<file path="src/rtl/output_port_arbiter_pkg.sv">
// Shared types and constants for the per-output-port arbiter of the router crossbar.
package output_port_arbiter_pkg;

  typedef enum logic {
    IDLE   = 1'b0,
    LOCKED = 1'b1
  } arb_state_e;

  localparam int unsigned DIR_LOCAL = 0;
  localparam int unsigned DIR_NORTH = 1;
  localparam int unsigned DIR_EAST  = 2;
  localparam int unsigned DIR_SOUTH = 3;
  localparam int unsigned DIR_WEST  = 4;
  localparam int unsigned DIR_UP    = 5;
  localparam int unsigned PORT_NUM  = 6;

  // Downstream input queue depth; one credit per slot.
  localparam int unsigned INPUT_Q_SIZE = 5;

  function automatic int unsigned clog2(input int unsigned value);
    int unsigned result;
    result = 0;
    while ((32'd1 << result) < value) result++;
    return result;
  endfunction

endpackage

</file>
<file path="src/rtl/output_port_arbiter_rr_priority_picker.sv">
// Combinational round-robin picker: first requester at or above rr_ptr, wrapping.
module rr_priority_picker #(
  parameter int unsigned M_IN  = 6,
  parameter int unsigned SEL_W = 3
) (
  input  logic [M_IN-1:0]  req,
  input  logic [SEL_W-1:0] rr_ptr,
  output logic [M_IN-1:0]  winner,
  output logic [SEL_W-1:0] winner_idx,
  output logic             any_req
);

  localparam int unsigned DW = 2 * M_IN;

  logic [DW-1:0] dbl_req;
  logic [DW-1:0] mask;
  logic [DW-1:0] masked;
  logic          found;

  // Lower copy masked below rr_ptr, upper copy unmasked provides the wrap.
  always_comb begin
    dbl_req    = {req, req};
    mask       = {DW{1'b1}} << rr_ptr;
    masked     = dbl_req & mask;
    found      = 1'b0;
    winner_idx = '0;
    for (int i = 0; i < DW; i++) begin
      if (!found && masked[i]) begin
        found      = 1'b1;
        winner_idx = (i < M_IN) ? SEL_W'(i) : SEL_W'(i - M_IN);
      end
    end
    winner = '0;
    for (int j = 0; j < M_IN; j++) begin
      winner[j] = found && (winner_idx == SEL_W'(j));
    end
    any_req = found;
  end

endmodule

</file>
<file path="src/rtl/output_port_arbiter.sv">
// Per-output-port controller: packet-atomic round-robin grant plus downstream credit tracking.
module output_port_arbiter
  import output_port_arbiter_pkg::*;
#(
  parameter int unsigned M_IN       = PORT_NUM,
  parameter int unsigned CREDIT_MAX = INPUT_Q_SIZE,
  parameter int unsigned SEL_W      = 3,
  parameter int unsigned CRED_W     = 3
) (
  input  logic              clk,
  input  logic              rst,
  input  logic [M_IN-1:0]   req,
  input  logic [M_IN-1:0]   req_tail,
  input  logic              credit_in,
  output logic [M_IN-1:0]   grant,
  output logic [SEL_W-1:0]  grant_idx,
  output logic              out_valid,
  output logic [CRED_W-1:0] credits,
  output logic              credit_err
);

  arb_state_e       state, next_state;
  logic [SEL_W-1:0] rr_ptr, next_rr_ptr;
  logic [SEL_W-1:0] owner, next_owner;
  logic [M_IN-1:0]  win_onehot;
  logic [SEL_W-1:0] win_idx;
  logic             win_any;
  logic             can_send;
  logic             fire;

  rr_priority_picker #(
    .M_IN  (M_IN),
    .SEL_W (SEL_W)
  ) u_picker (
    .req        (req),
    .rr_ptr     (rr_ptr),
    .winner     (win_onehot),
    .winner_idx (win_idx),
    .any_req    (win_any)
  );

  // A credit returned this cycle only becomes usable next cycle.
  assign can_send = (credits != '0);

  function automatic logic [SEL_W-1:0] next_port(input logic [SEL_W-1:0] idx);
    return (idx == SEL_W'(M_IN - 1)) ? '0 : idx + SEL_W'(1);
  endfunction

  always_ff @(posedge clk) begin
    if (rst) begin
      state  <= IDLE;
      rr_ptr <= '0;
      owner  <= '0;
    end else begin
      state  <= next_state;
      rr_ptr <= next_rr_ptr;
      owner  <= next_owner;
    end
  end

  always_comb begin
    next_state  = state;
    next_rr_ptr = rr_ptr;
    next_owner  = owner;
    grant       = '0;
    unique case (state)
      IDLE: begin
        if (can_send && win_any) begin
          grant = win_onehot;
          if (req_tail[win_idx]) begin
            next_rr_ptr = next_port(win_idx);
          end else begin
            next_state = LOCKED;
            next_owner = win_idx;
          end
        end
      end
      LOCKED: begin
        // Lock is held through owner bubbles; nobody else may cut in mid-packet.
        if (req[owner] && can_send) begin
          for (int j = 0; j < M_IN; j++) begin
            grant[j] = (owner == SEL_W'(j));
          end
          if (req_tail[owner]) begin
            next_state  = IDLE;
            next_rr_ptr = next_port(owner);
          end
        end
      end
      default: next_state = IDLE;
    endcase
  end

  always_comb begin
    grant_idx = '0;
    for (int j = 0; j < M_IN; j++) begin
      if (grant[j]) grant_idx = SEL_W'(j);
    end
  end

  assign fire      = |grant;
  assign out_valid = fire;

  always_ff @(posedge clk) begin
    if (rst) begin
      credits    <= CRED_W'(CREDIT_MAX);
      credit_err <= 1'b0;
    end else begin
      unique case ({fire, credit_in})
        2'b10: credits <= credits - CRED_W'(1);
        2'b01: begin
          if (credits == CRED_W'(CREDIT_MAX)) credit_err <= 1'b1;
          else                                credits    <= credits + CRED_W'(1);
        end
        default: credits <= credits;
      endcase
    end
  end

endmodule

</file>
<file path="config.mk">
export PLATFORM = sky130hd
export DESIGN_NAME = output_port_arbiter
export DESIGN_NICKNAME = d
export VERILOG_FILES = /design/src/rtl/output_port_arbiter_pkg.sv /design/src/rtl/output_port_arbiter_rr_priority_picker.sv /design/src/rtl/output_port_arbiter.sv
export SDC_FILE = /design/constraint.sdc
export NUM_CORES = 1
export LEC_CHECK = 0
export CAP_MARGIN = 20
export CORE_ASPECT_RATIO = 1.1
export CORE_MARGIN = 5
export CORE_UTILIZATION = 40
export CTS_CLUSTER_SIZE = 30
export DETAILED_ROUTE_END_ITERATION = 6
export PLACE_DENSITY = 0.67
export SLEW_MARGIN = 25
export SYNTH_ARGS = -nofsm -noshare
export SYNTH_HDL_FRONTEND = slang
export SYNTH_HIERARCHICAL = 1
export SYNTH_SLANG_ARGS = --single-unit
</file>
<file path="constraint.sdc">
create_clock -name clk -period 3.24 [get_ports clk]
set_input_delay 0.324 -clock clk [delete_from_list [all_inputs] [get_ports clk]]
set_output_delay 0.324 -clock clk [all_outputs]
set_load 0.02 [all_outputs]
</file>
==> images/clock_nets.png <==
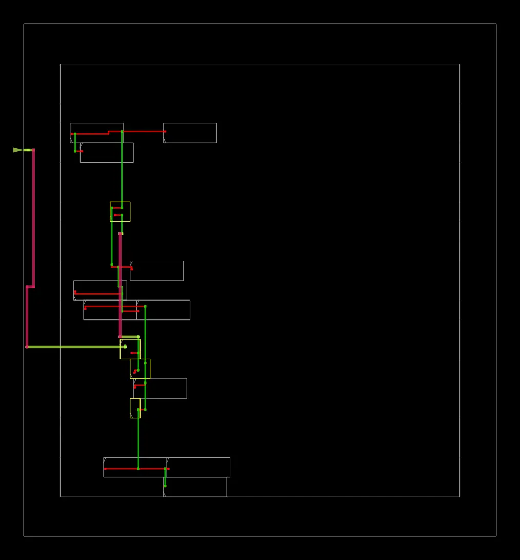
latest clock arrival within the worst-skew pair: 270 ps
CTS Buf Count: 3
Flops: 11
clock buffer count: 4

==> images/closeup.png <==
Region (20, 23) to (45, 48) µm. Cells in gray, sequential cells in the stronger gray; small squares are vias.
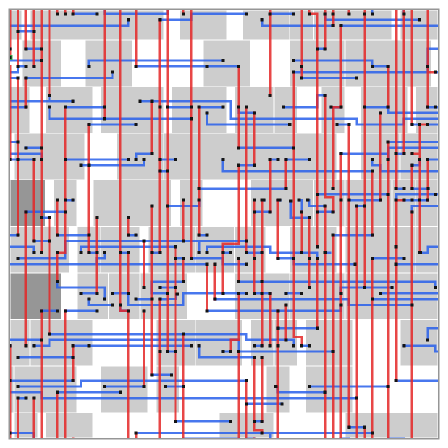
[red] M2
[blue] M1
[green] M3
sequential cells in the window: 0
most frequent: buf_4 (14)
cells with their middle in the window: 62

==> changes_impl.md <==
### Changed

- Row cnt: 22
- DRT Pass-1 Iters: 4
- RePlAce Congestion: 0.862
- H-tree lvl count: 1
- Post-Synthesis Cells: 176
- Clock Skew: 3.15 ps
- Yosys warns: 6
- Final wirelength: 4410 µm
- Fin crit share: 0.970
- Status: completed
- RSZ-0062 raised after global routing: true
- Die Ht: 70.8 µm
- Worst path slowest cell: fa_1
- Hold path endpoint: credit_err
- Setup TNS: 0 ps
- Startpoint type of the worst setup path: register
- Synth async-reset ratio: 0
- PwrDens: 1030 nW/µm²
- Hold Crit Start: credit_err
- TritonCTS clock tree: yes
- Top cell area share: 0.164
- Cell type with the largest total area: dfxtp_1
- Top cells by area: dfxtp_1 16%, nor2_1 5.6%, nand2_1 5.3%
- Max Clk Rate: 0.318 GHz
- VDD IR max: 0.580 mV
- Crit path top cell by count: nor2_1
- Max-Cap Viols: 0
- Sink Count: 11
- Reg2reg path depth: 14
- Seq/Total Area, Yosys: 0.164
- Die Wd: 65.3 µm
- Area Overhead vs Synth: 58.3%
- Crit end category: register
- CP arrival: 3340 ps
- Distinct lib cells: 60
- Initial antenna violation count: 0
- # port buffers: 28
-- critical path, delay by kind of cell (launching register included) --
| kind | cells | cell delay, ps |
|---|---|---|
| compound gates | 4 | 600 |
| fa+ha+maj | 1 | 540 |
| flops | 1 | 390 |
| simple gates | 7 | 1100 |
| mux | 1 | 300 |
| buf+inv | 1 | 140 |
-- what timing repair did --
item | CTS | global route
gates resized | 34 | 16
endpoints found under the setup margin | 9 | 6
pin swaps | 15 | 11
hold buffers | 0 | 0
buffers inserted | 4 | 3
-- area by class of cell --
class,instances,share of cell area
clock buffers,4,0.0123
inverters,16,0.0282
multi-input cells,142,0.547
flip-flops and latches,11,0.109
well taps,36,0.0211
repair buffers,70,0.282
-- registers in the layout, summed over array words and instances, names as in the netlist --
signal	flops
credits	3
owner	3
credit_err	1
rr_ptr	3
state	1
-- cell usage in the layout, fill, tap and decap left out, drive strengths merged, types with 3 or more instances in the layout --
master,netlist,final
buf,5,42
nor2,20,20
nand2,19,19
inv,16,16
clkdlybuf4s50,0,14
o21ai,14,14
dfxtp,11,11
mux2i,7,7
a21oi,7,7
dlygate4sd2,0,7
dlymetal6s2s,0,6
nor3,6,6
nand3b,5,5
nand3,5,5
mux2,5,5
nor2b,5,5
clkbuf,2,4
a22oi,3,3
nand4,3,3
a21boi,3,3
-- report_power, final --
part	switching [mW]	leakage [nW]	total, mW	internal (mW)
registers	0.115	0.0924	0.312	0.197
logic	0.883	0.864	1.79	0.908
clock network	0.0456	0.0150	0.0932	0.0476
-- logic make-up (layout without fill, tap and decap cells) --
family / Yosys count / in the layout / synth area share
compound gates: 52 / 52 / 0.296
xor+xnor: 1 / 1 / 0.00651
fa+ha+maj: 2 / 2 / 0.0242
buf+inv: 23 / 90 / 0.0836
flops: 11 / 11 / 0.164
mux: 14 / 14 / 0.136
simple gates: 73 / 73 / 0.290
-- layer usage --
metal	global-route usage	part of all wire
met1	0.207	0.42
met2	0.362	0.53
met3	0.0238	0.019
met4	0.108	0.030
met5	0	0
-- how the worst max path moves through the flow --
stage | from | endpoint | depth (start not counted)
floorplan | req[0] | credits[1] | 13
global placement | req[5] | credits[1] | 14
detailed placement | req[5] | credits[1] | 14
CTS | rr_ptr[0] | credits[1] | 15
global route | rr_ptr[1] | credits[1] | 13
finish | rr_ptr[0] | credits[1] | 14
Power figures rest on the tool's default switching activity, not on a simulated workload.
